Design timer_sched, sky130hd; sources not shown.
Fig. 1: cell sizes after repair
Scale bar: 50 um.
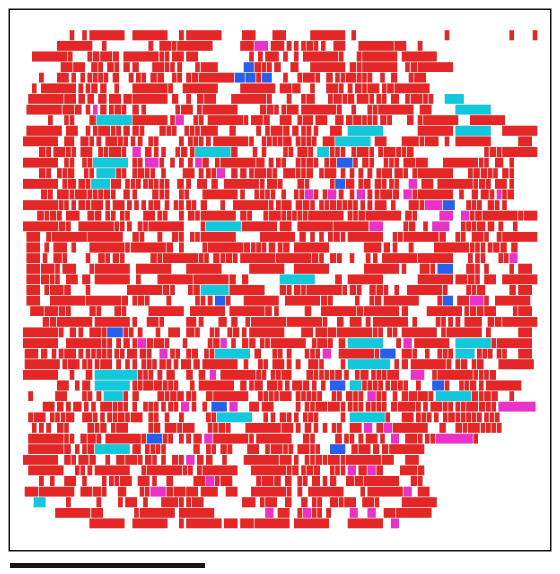
colour	size	cells	share	most used
magenta	drive 2	47	3.1%	nor2_2
red	drive 1 or less	1,424	94%	nand2_1
blue	drive 3 to 4	17	1.1%	nor2_4
cyan	drive 6 and up	28	1.8%	clkbuf_16
Signal buffers: 38
final worst setup slack: 11.26 ns
Layout area overhead: 10.5%
Final Cell Area: 0.0116 mm^2

Fig. 2: placed cells, one colour a class
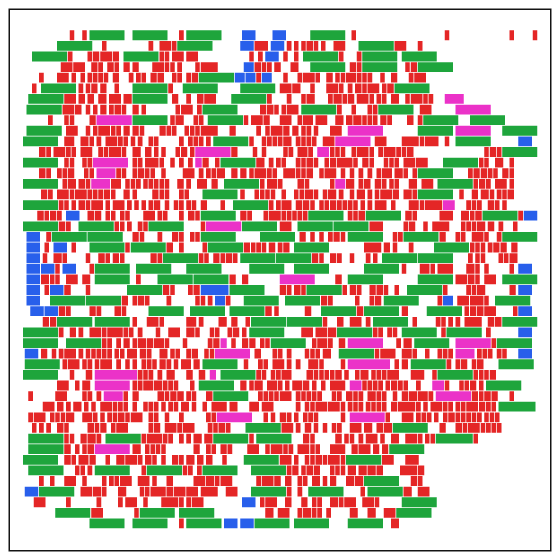
colour	class	cells	share of their area
magenta	clock drivers and dummy loads	32	5.4%
red	all other logic	1,280	55%
blue	other buffers and delay cells	38	3.3%
green	flops	166	37%
core footprint: 0.0169 mm^2
Finished Core Util: 68.9%
flop share of the area: 35.8%
# rows: 47

Fig. 3: clock wiring as the flow saved it
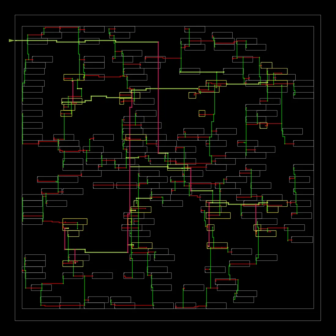
Latency at later pin: 0.44 ns
number of buffers created by CTS: 17

Fig. 4: clock network drawn from the DEF
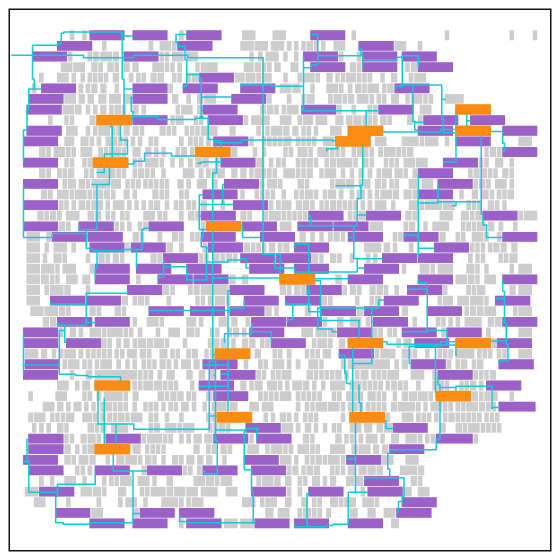
[purple] flip-flops | count: 166
[orange] cells driving clock nets | count: 17
[cyan] clock wires | length: 2,110 um
flops lie	all over the die
routed clock nets	18
P_clk: 0.000409 W
Worst Skew: 0.00653 ns
clock share of power: 37.0%

==> impl_metrics.toml <==
# flow metrics
[placed_design]
hpwl_um = 18400
io_buffers = 31
place_ws_ns = 10.93
dp_cells = 1703
gp_congestion = 0.912

[logic_synthesis]
syn_inst = 1472
yosys_area_mm2 = 0.0105
ys_cells = 1472
syn_area_mm2 = 0.0105
syn_avg_cell_area_um2 = 7.14
yosysSeqAreaShare_pct = 39.5
synth_cell_types = 43
ys_seq_elements = 166
synth-warning-count = 0

[run_status]
status = "complete, no violations"

[route]
wl_um = 25300
ant_nets = 0
drc = 0
drtPass1Iterations = 7
vias = 9487
vias_per_cell = 5.46
drt_iter0_drc = 703
drt-wirelength-per-cell_um = 14.6

[job]
drv_cap = 0
openroad.warnings = 26

[floorplanning]
die-height_um = 138
die-area_mm2 = 0.0192
initCoreUtil_pct = 62.3
io_pins = 36
dieWidth_um = 138

[setup_path]
cp.required_ns = 16.91
regToRegSetupSlack_ns = 13.85
cp-start-kind = "input pin"
worst_ep_arrival_time_ns = 5.65
end_kind = "flop"
rr_worst_depth = 10
path_class = "input pin to flop"
crit_fanout = 38

[cells_and_area]
drive_gt1_share_pct = 6.07
logic_area_mm2 = 0.00552
stdcell_count = 1736
layout_top_cells = "401 x nand2_1, 213 x nor2_1, 178 x inv_1, 164 x dfrtp_1, 95 x nand3_1"
antenna_cells = 0
layout_top_cell = "nand2_1"
nFillCells = 1398
num-nets-final = 1536
flop_area_mm2 = 0.00416

[final_timing]
hold_viol = 0
slew_headroom_pct = 41.4
worstMarginPinSlew_ns = 0.876
fin_setup_tns_ns = 0
fmax_ghz = 0.187
rsz0062_at_grt = "false"
finalClockPeriodUsage_pct = 32.2
setup_viol = 0
min_period_ns = 5.34
drv_slew = 0

[clock_tree]
cts.sinks = 166
htreeDepth = 4
clkTransAtPathRegs_ns = 0.06
post-cts-setup-buffers = 0
cts_resized = 0
cts_tree = "done"
clk_path_buf_depth = 2
root_buffer = "clkbuf_16"
cts_hold_buffers = 0

[global_routing]
groute.usage.overall_pct = 26.8
grt_max_degree = 90
grt_first_pass_wirelength_um = 42400
grt-ovfl-total = 0
grt_pass1_vias = 9157
antenna_found_initial = 0

[power]
vdd_ir_drop_max_mv = 0.0832
p_per_area_mw_per_mm2 = 95.1
power_leakage_nw = 5.69

[min_path]
hp-class = "flop to flop"
holdPathStages = 1
## critical path, stage by stage
cell and delay, ns:
clkdlybuf4s50_1 0.54, nor2_1 0.06, nand2_1 0.05, buf_4 0.32, inv_1 0.15, nor2_1 0.12, nand3_1 0.11, nor2_1 0.18
nand3_1 0.11, nor2_1 0.23, nand2_2 0.12, nand2_4 0.22, nor2_1 0.09
## report_power, final
group / switching [W] / internal (W) / leakage [nW]
sequential: 0.0000357 / 0.000433 / 2.19
combinational: 0.000145 / 0.0000820 / 3.20
clock: 0.000167 / 0.000242 / 0.303
total: 0.000348 / 0.000757 / 5.69
## synthesized netlist by cell type
cell	number	area (um^2)
nor2_1	213	800
and2_1	5	31.3
o21ai_0	92	460
nor2_2	24	150
o22ai_1	1	6.26
nand4_2	2	25.0
nand2_4	1	11.3
dfstp_2	2	52.6
xnor2_1	47	412
dfrtp_1	164	4100
nand4_1	32	200
buf_4	5	37.5
o21ai_1	3	15.0
buf_2	3	15.0
inv_1	179	672
mux2i_1	2	20.0
clkinv_1	1	3.75
o21bai_1	1	7.51
a31oi_1	1	6.26
clkbuf_1	15	56.3
nand3_2	5	50.1
or2_2	1	6.26
xor2_1	73	639
nor3_2	1	10.0
nand2_1	401	1510
nand3_1	95	475
a21oi_1	13	65.1
o21a_1	1	7.51
buf_12	1	20.0
ha_1	9	113
buf_6	3	33.8
mux2_2	1	11.3
nor3_1	26	130
inv_2	2	7.51
clkbuf_2	2	10.0
nor4_1	6	37.5
nand2_2	6	37.5
o211ai_1	1	7.51
nor3b_1	2	15.0
nand3b_1	21	158
conb_1	1	3.75
nor2_4	7	78.8
a41oi_1	1	8.76
## layer usage
layer | up-vias | share of wire, % | GRT usage [%]
met3 | 70 | 4.7 | 3.80
met4 | 0 | 2.7 | 11.6
met5 | - | 0 | 0
met2 | 281 | 49 | 45.4
li1 | 4677 | - | -
met1 | 4459 | 44 | 34.5
## metrics by stage
| stage | power (W) | hold slack (ns) | utilization (%) | instance area [um^2] |
|---|---|---|---|---|
| 2_1_floorplan | 0.000643 | 0.431 | - | 10500 |
| 3_3_place_gp | 0.000688 | 0.451 | 65.1 | 11000 |
| 3_5_place_dp | 0.000695 | 0.453 | 65.1 | 11000 |
| 4_1_cts | 0.00111 | 0.461 | 68.7 | 11600 |
| 5_1_grt | 0.00117 | 0.482 | 68.9 | 11600 |
| 6_report | 0.00111 | 0.467 | 68.9 | 11600 |
## kinds of logic (layout without fill, tap and decap cells)
| kind of cell | count (synthesis) | count (layout) | share of synthesized area (%) |
|---|---|---|---|
| flip-flops | 166 | 166 | 39.5 |
| buffers and inverters | 211 | 252 | 8.14 |
| XOR/XNOR | 120 | 120 | 9.99 |
| adder cells (fa/ha/maj) | 9 | 9 | 1.07 |
| AND/OR/NAND/NOR | 848 | 848 | 35.4 |
| other | 1 | 4 | 0.0357 |
| AND-OR/OR-AND | 114 | 114 | 5.56 |
| multiplexers | 3 | 3 | 0.297 |
## final cells by class
class                   instances  share of cell area (%)
multi-input cells            1098                    47.5
flip-flops and latches        166                    35.8
inverters                     182                    5.92
clock buffers                  22                    4.25
repair buffers                 38                    3.23
well taps                     220                    2.37
clock inverters                10                    1.01
Power is estimated from default activity; no workload was simulated.
